**src/rtl/chimera_pkg.sv**
```systemverilog
// Shared types and default timing constants for the Chimera cluster power sequencer.
package chimera_pkg;

    typedef enum logic [2:0] {
        FSM_OFF        = 3'd0,
        FSM_WAKE_CLK   = 3'd1,
        FSM_WAKE_RST   = 3'd2,
        FSM_WAKE_DEISO = 3'd3,
        FSM_ON         = 3'd4,
        FSM_SLP_ISO    = 3'd5,
        FSM_SLP_RST    = 3'd6,
        FSM_SLP_CLK    = 3'd7
    } cluster_pwr_fsm_e;

    typedef enum logic [1:0] {
        PWR_OFF  = 2'b00,
        PWR_UP   = 2'b01,
        PWR_ON   = 2'b10,
        PWR_DOWN = 2'b11
    } cluster_pwr_state_e;

    localparam int unsigned ClusterClkSettleCycles = 32'd4;
    localparam int unsigned ClusterRstCycles       = 32'd8;
    localparam int unsigned ClusterIsoTimeout      = 32'd1024;

    function automatic int unsigned max3(input int unsigned a, input int unsigned b,
                                         input int unsigned c);
        int unsigned m;
        m = a;
        if (b > m) begin
            m = b;
        end else begin
            m = m;
        end
        if (c > m) begin
            m = c;
        end else begin
            m = m;
        end
        return m;
    endfunction

endpackage

```
**src/rtl/chimera_cluster_pwr_fsm.sv**
```systemverilog
// Single-channel power sequencer: isolation, clock gate and reset stepped in a fixed
// order, with a per-state cycle counter and a sticky isolation-timeout flag.
module chimera_cluster_pwr_fsm
    import chimera_pkg::*;
#(
    parameter int unsigned ClkSettleCycles = ClusterClkSettleCycles,
    parameter int unsigned RstCycles       = ClusterRstCycles,
    parameter int unsigned IsoTimeout      = ClusterIsoTimeout,
    parameter int unsigned CntWidth        = 11
) (
    input  logic       clk_i,
    input  logic       rst_ni,
    input  logic       pwr_req_i,
    input  logic       err_clr_i,
    input  logic       isolated_i,
    output logic       isolate_o,
    output logic       clk_en_o,
    output logic       rst_no,
    output logic [1:0] pwr_state_o,
    output logic       err_o,
    output logic       busy_nxt_o
);

    localparam logic [CntWidth-1:0] SettleLast = CntWidth'(ClkSettleCycles - 32'd1);
    localparam logic [CntWidth-1:0] RstLast    = CntWidth'(RstCycles - 32'd1);
    localparam logic [CntWidth-1:0] IsoLast    = CntWidth'(IsoTimeout - 32'd1);
    localparam logic [CntWidth-1:0] CntMax     = {CntWidth{1'b1}};

    cluster_pwr_fsm_e   state_q, state_d;
    logic [CntWidth-1:0] cnt_q, cnt_d;
    logic               err_q, err_d, err_set_s;
    logic               iso_q, iso_d, clk_en_q, clk_en_d, rst_n_q, rst_n_d;
    cluster_pwr_state_e pst_q, pst_d;

    // Next-state logic; timeouts force progress so the cluster never stalls half-isolated.
    always_comb begin
        state_d   = state_q;
        err_set_s = 1'b0;
        case (state_q)
            FSM_OFF: begin
                if (pwr_req_i) state_d = FSM_WAKE_CLK;
                else           state_d = FSM_OFF;
            end
            FSM_WAKE_CLK: begin
                if (cnt_q == SettleLast) state_d = FSM_WAKE_RST;
                else                     state_d = FSM_WAKE_CLK;
            end
            FSM_WAKE_RST: begin
                if (cnt_q == RstLast) state_d = FSM_WAKE_DEISO;
                else                  state_d = FSM_WAKE_RST;
            end
            FSM_WAKE_DEISO: begin
                if (!isolated_i) begin
                    state_d = FSM_ON;
                end else if (cnt_q == IsoLast) begin
                    state_d   = FSM_ON;
                    err_set_s = 1'b1;
                end else begin
                    state_d = FSM_WAKE_DEISO;
                end
            end
            FSM_ON: begin
                if (!pwr_req_i) state_d = FSM_SLP_ISO;
                else            state_d = FSM_ON;
            end
            FSM_SLP_ISO: begin
                // Abort back to de-isolation rather than reset an unisolated cluster.
                if (isolated_i) begin
                    state_d = FSM_SLP_RST;
                end else if (cnt_q == IsoLast) begin
                    state_d   = FSM_WAKE_DEISO;
                    err_set_s = 1'b1;
                end else begin
                    state_d = FSM_SLP_ISO;
                end
            end
            FSM_SLP_RST: begin
                if (cnt_q == RstLast) state_d = FSM_SLP_CLK;
                else                  state_d = FSM_SLP_RST;
            end
            FSM_SLP_CLK: state_d = FSM_OFF;
            default:     state_d = FSM_OFF;
        endcase
    end

    // Counter restarts on every state change and saturates while idle.
    always_comb begin
        cnt_d = cnt_q;
        if (state_d != state_q) begin
            cnt_d = {CntWidth{1'b0}};
        end else if (cnt_q != CntMax) begin
            cnt_d = cnt_q + CntWidth'(1);
        end else begin
            cnt_d = cnt_q;
        end
    end

    // Sticky error flag: a new timeout wins over a coincident clear.
    always_comb begin
        err_d = err_q;
        if (err_set_s) begin
            err_d = 1'b1;
        end else if (err_clr_i) begin
            err_d = 1'b0;
        end else begin
            err_d = err_q;
        end
    end

    // Output decode from the next state so the output flops track state_q exactly.
    always_comb begin
        iso_d      = 1'b1;
        clk_en_d   = 1'b0;
        rst_n_d    = 1'b0;
        pst_d      = PWR_OFF;
        busy_nxt_o = 1'b1;
        case (state_d)
            FSM_OFF:        begin iso_d = 1'b1; clk_en_d = 1'b0; rst_n_d = 1'b0; pst_d = PWR_OFF;  busy_nxt_o = 1'b0; end
            FSM_WAKE_CLK:   begin iso_d = 1'b1; clk_en_d = 1'b1; rst_n_d = 1'b0; pst_d = PWR_UP;   end
            FSM_WAKE_RST:   begin iso_d = 1'b1; clk_en_d = 1'b1; rst_n_d = 1'b1; pst_d = PWR_UP;   end
            FSM_WAKE_DEISO: begin iso_d = 1'b0; clk_en_d = 1'b1; rst_n_d = 1'b1; pst_d = PWR_UP;   end
            FSM_ON:         begin iso_d = 1'b0; clk_en_d = 1'b1; rst_n_d = 1'b1; pst_d = PWR_ON;   busy_nxt_o = 1'b0; end
            FSM_SLP_ISO:    begin iso_d = 1'b1; clk_en_d = 1'b1; rst_n_d = 1'b1; pst_d = PWR_DOWN; end
            FSM_SLP_RST:    begin iso_d = 1'b1; clk_en_d = 1'b1; rst_n_d = 1'b0; pst_d = PWR_DOWN; end
            FSM_SLP_CLK:    begin iso_d = 1'b1; clk_en_d = 1'b0; rst_n_d = 1'b0; pst_d = PWR_DOWN; end
            default:        begin iso_d = 1'b1; clk_en_d = 1'b0; rst_n_d = 1'b0; pst_d = PWR_OFF;  busy_nxt_o = 1'b0; end
        endcase
    end

    // State, counter, error and output registers; reset drops straight to the safe OFF values.
    always_ff @(posedge clk_i or negedge rst_ni) begin
        if (!rst_ni) begin
            state_q  <= FSM_OFF;
            cnt_q    <= {CntWidth{1'b0}};
            err_q    <= 1'b0;
            iso_q    <= 1'b1;
            clk_en_q <= 1'b0;
            rst_n_q  <= 1'b0;
            pst_q    <= PWR_OFF;
        end else begin
            state_q  <= state_d;
            cnt_q    <= cnt_d;
            err_q    <= err_d;
            iso_q    <= iso_d;
            clk_en_q <= clk_en_d;
            rst_n_q  <= rst_n_d;
            pst_q    <= pst_d;
        end
    end

    assign isolate_o   = iso_q;
    assign clk_en_o    = clk_en_q;
    assign rst_no      = rst_n_q;
    assign pwr_state_o = pst_q;
    assign err_o       = err_q;

endmodule

```
**src/rtl/chimera_cluster_pwr_seq.sv**
```systemverilog
// N-channel cluster power sequencer: one independent FSM per cluster plus a registered
// aggregate busy flag.
module chimera_cluster_pwr_seq
    import chimera_pkg::*;
#(
    parameter int unsigned NumClusters     = 5,
    parameter int unsigned ClkSettleCycles = ClusterClkSettleCycles,
    parameter int unsigned RstCycles       = ClusterRstCycles,
    parameter int unsigned IsoTimeout      = ClusterIsoTimeout
) (
    input  logic                     clk_i,
    input  logic                     rst_ni,
    input  logic [NumClusters-1:0]   pwr_req_i,
    input  logic [NumClusters-1:0]   err_clr_i,
    input  logic [NumClusters-1:0]   isolated_i,
    output logic [NumClusters-1:0]   isolate_o,
    output logic [NumClusters-1:0]   clk_en_o,
    output logic [NumClusters-1:0]   rst_no,
    output logic [2*NumClusters-1:0] pwr_state_o,
    output logic [NumClusters-1:0]   err_o,
    output logic                     busy_o
);

    localparam int unsigned CntWidth = $clog2(max3(ClkSettleCycles, RstCycles, IsoTimeout) + 32'd1);

    logic [NumClusters-1:0] busy_nxt_s;
    logic                   busy_q;

    for (genvar g = 0; g < NumClusters; g++) begin : g_cluster
        chimera_cluster_pwr_fsm #(
            .ClkSettleCycles (ClkSettleCycles),
            .RstCycles       (RstCycles),
            .IsoTimeout      (IsoTimeout),
            .CntWidth        (CntWidth)
        ) u_fsm (
            .clk_i       (clk_i),
            .rst_ni      (rst_ni),
            .pwr_req_i   (pwr_req_i[g]),
            .err_clr_i   (err_clr_i[g]),
            .isolated_i  (isolated_i[g]),
            .isolate_o   (isolate_o[g]),
            .clk_en_o    (clk_en_o[g]),
            .rst_no      (rst_no[g]),
            .pwr_state_o (pwr_state_o[2*g +: 2]),
            .err_o       (err_o[g]),
            .busy_nxt_o  (busy_nxt_s[g])
        );
    end

    // Aggregate busy is registered from the per-channel next states to stay cycle-aligned.
    always_ff @(posedge clk_i or negedge rst_ni) begin
        if (!rst_ni) begin
            busy_q <= 1'b0;
        end else begin
            busy_q <= |busy_nxt_s;
        end
    end

    assign busy_o = busy_q;

endmodule

```
**config.mk**
```make
export PLATFORM = sky130hd
export DESIGN_NAME = chimera_cluster_pwr_seq
export DESIGN_NICKNAME = d
export VERILOG_FILES = /design/src/rtl/chimera_pkg.sv /design/src/rtl/chimera_cluster_pwr_fsm.sv /design/src/rtl/chimera_cluster_pwr_seq.sv
export SDC_FILE = /design/constraint.sdc
export NUM_CORES = 1
export LEC_CHECK = 0
export CAP_MARGIN = 0
export CORE_ASPECT_RATIO = 0.7
export CORE_MARGIN = 8
export CORE_UTILIZATION = 35
export DETAILED_ROUTE_END_ITERATION = 7
export GPL_TIMING_DRIVEN = 0
export PLACE_DENSITY_LB_ADDON = 0.1
export SYNTH_ARGS = -nofsm -noshare
export SYNTH_HDL_FRONTEND = slang
export SYNTH_HIERARCHICAL = 1
export SYNTH_SLANG_ARGS = --single-unit
```
**constraint.sdc**
```tcl
create_clock -name clk_i -period 5.84 [get_ports clk_i]
set_input_delay 1.168 -clock clk_i [delete_from_list [all_inputs] [get_ports clk_i]]
set_output_delay 1.168 -clock clk_i [all_outputs]
set_load 0.01 [all_outputs]
```
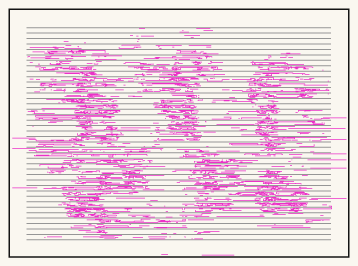
Figure 1: M1 wires.
Scale: 2 px per um. Supply wires on this layer in grey.
nets with wire on the layer = 650
longest straight run = 46.0 um
main direction = horizontal
DR vias: 4665
wire length after detailed routing: 13200 um

==> qor.json <==
{
  "drt": {
    "wl_met2_um": 5740,
    "met3_length_um": 668,
    "top_signal_layer_used": "met4",
    "final_antenna_net_count": 0,
    "drt_first_pass_iters": 5,
    "detail_route.vias_per_cell": 5.18,
    "met1_length_um": 6670
  },
  "clock_tree": {
    "cts-root-to-sink-buffers": 2,
    "post_cts.repair.setup_buffers": 0,
    "hold_buffers": 0,
    "cts_repair_resize_count": 0,
    "cts_max_level": 3,
    "clock-root-buffer": "clkbuf_16",
    "cts_buffers": 9,
    "cts.sink_count": 101,
    "worst_skew_pair.late_latency_ps": 360,
    "tritoncts": "done",
    "clk_pin_slew_worst_setup_hold_paths_ps": 70
  },
  "synthesis": {
    "logic_family": "simple AND/OR/NAND/NOR gates",
    "synth-xor-area-share_pct": 5.96,
    "synthArstFlopShare_pct": 100,
    "synth_chip_area_um2": 5730,
    "synthesis.nets": 634,
    "synth.top_cells.by_count": "dfrtp_1, nor2_1, nand2_1",
    "number_of_enable_type_register_cells_in_the_synthesized_netlist": 0,
    "postSynthSeqShare_pct": 44.2,
    "syn-instance-count": 612,
    "ys_cells": 612,
    "post_synth_ao_oa_area_fraction_pct": 13.3,
    "netlist_area_um2": 5730,
    "synth_warnings": 6,
    "post_synth_num_cell_types": 55,
    "yosys.cell_count.top_type": "dfrtp_1",
    "ys_sh_adder_pct": 1.09,
    "post_synth_main_area_contributors": "dfrtp_1, nor2_1, xnor2_1",
    "ys_seq_elements": 101,
    "syn_area_per_cell_um2": 9.37,
    "synth_largest_type_area_fraction_pct": 41.9,
    "simple_gate_area_share_pct": 29.6
  },
  "cells_and_area": {
    "largest_reg_flops": 55,
    "layout.cells.most_common_list": "dfrtp_1, nor2_1, nand2_1",
    "seq-cell-share_pct": 37.2,
    "number_of_cells_in_the_finished_layout_apart_from_fillers": 901,
    "final_design_area_no_fill_um2": 6820,
    "clock_buffer_count": 9,
    "syn2layout_area_growth_pct": 18.9,
    "non_clock_buffer_share_pct": 9.60,
    "n_all_inverters": 25,
    "clock_area_share_pct": 4.53,
    "comb_area_share_pct": 43.2,
    "final-seq-area_um2": 2530,
    "buffers_excl_clock": 83,
    "flop-count": 101,
    "mostFrequentLayoutCell": "dfrtp_1",
    "nMultiInputCombCells": 451,
    "layout.cells.largest_class": "combinational gates"
  },
  "setup_path": {
    "timing.critical_path.mode_cell": "nand2_1",
    "critical_path.endpoint_type": "register",
    "reg2regPathDepth": 9,
    "cp_num_buf_inv": 1,
    "critPathCapture": "busy_o",
    "cp.arrival_ps": 3410,
    "crit_path_top_delay_cell": "clkdlybuf4s50_1",
    "timing.rr.start": "g_cluster[4].u_fsm/cnt_q[0]",
    "critical_path_depth": 8,
    "worst_ep_required_time_ps": 6080,
    "worst_path_largest_cell_delay_ps": 610,
    "critPathMaxFanout": 6,
    "critical-path-top-delay-family": "AND-OR/OR-AND gates",
    "worst-r2r-setup-slack_ps": 3200
  },
  "pwr": {
    "vdd_ir_drop_max_uv": 186,
    "switching_share_of_total_power_pct": 40.6,
    "pwr_density_cell_nw_per_um2": 455,
    "finalPower_mw": 3.10,
    "p_leak_nw": 2.93,
    "netSwitchingPower_mw": 1.26,
    "comb_power_share_pct": 47.5,
    "power.clock.total_mw": 0.621
  },
  "global_route": {
    "grt_pass1_vias": 4517,
    "grt_pass1_wl_um": 22300,
    "gr-usage-all-layers_pct": 13.2,
    "largest_net_degree_at_the_start_of_global_routing": 60,
    "m3_gr_usage_pct": 4.37,
    "groute.layer.met1.usage_pct": 18.0
  },
  "timing": {
    "setup-tns-final_ps": 0,
    "grt_setup_unrepaired": "no",
    "clock_skew_ps": 8.61,
    "maxClockFrequency_mhz": 316,
    "timing.max_slew.rel_slack_pct": 52.2,
    "finalHoldWorstSlack_ps": 525,
    "worst_slew_pin_slew_ps": 714,
    "final_hold_violating_endpoints": 0
  },
  "die": {
    "site_row_count": 39,
    "fp.dieArea_um2": 20800,
    "tapCellCount": 225,
    "core_region_area_um2": 16200,
    "floorplan.io_pins": 48,
    "die_x_um": 169
  },
  "placement": {
    "numPortBuffers": 47,
    "place.detailed.hpwl_um": 9470,
    "placement.cell_area_um2": 6510,
    "placement.setup.worst_slack_ps": 2290
  },
  "hold_path": {
    "timing.hold.worst_path_depth": 2,
    "worst_hold_path.endpoint": "g_cluster[3].u_fsm/err_o",
    "timing.hold.worst.class": "reg -> reg",
    "hp-start": "g_cluster[3].u_fsm/err_o"
  },
  "run_status": {
    "status": "complete, no violations"
  },
  "run": {
    "tool_warnings": 26,
    "max_cap_violations": 0
  }
}
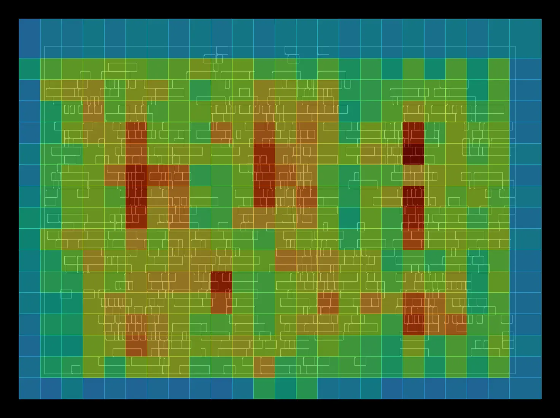
Figure 2: routing congestion.
peak-usage layer in the global routing report: met2
utilization after layout: 42.2%

Power figures rest on the tool's default switching activity, not on a simulated workload.
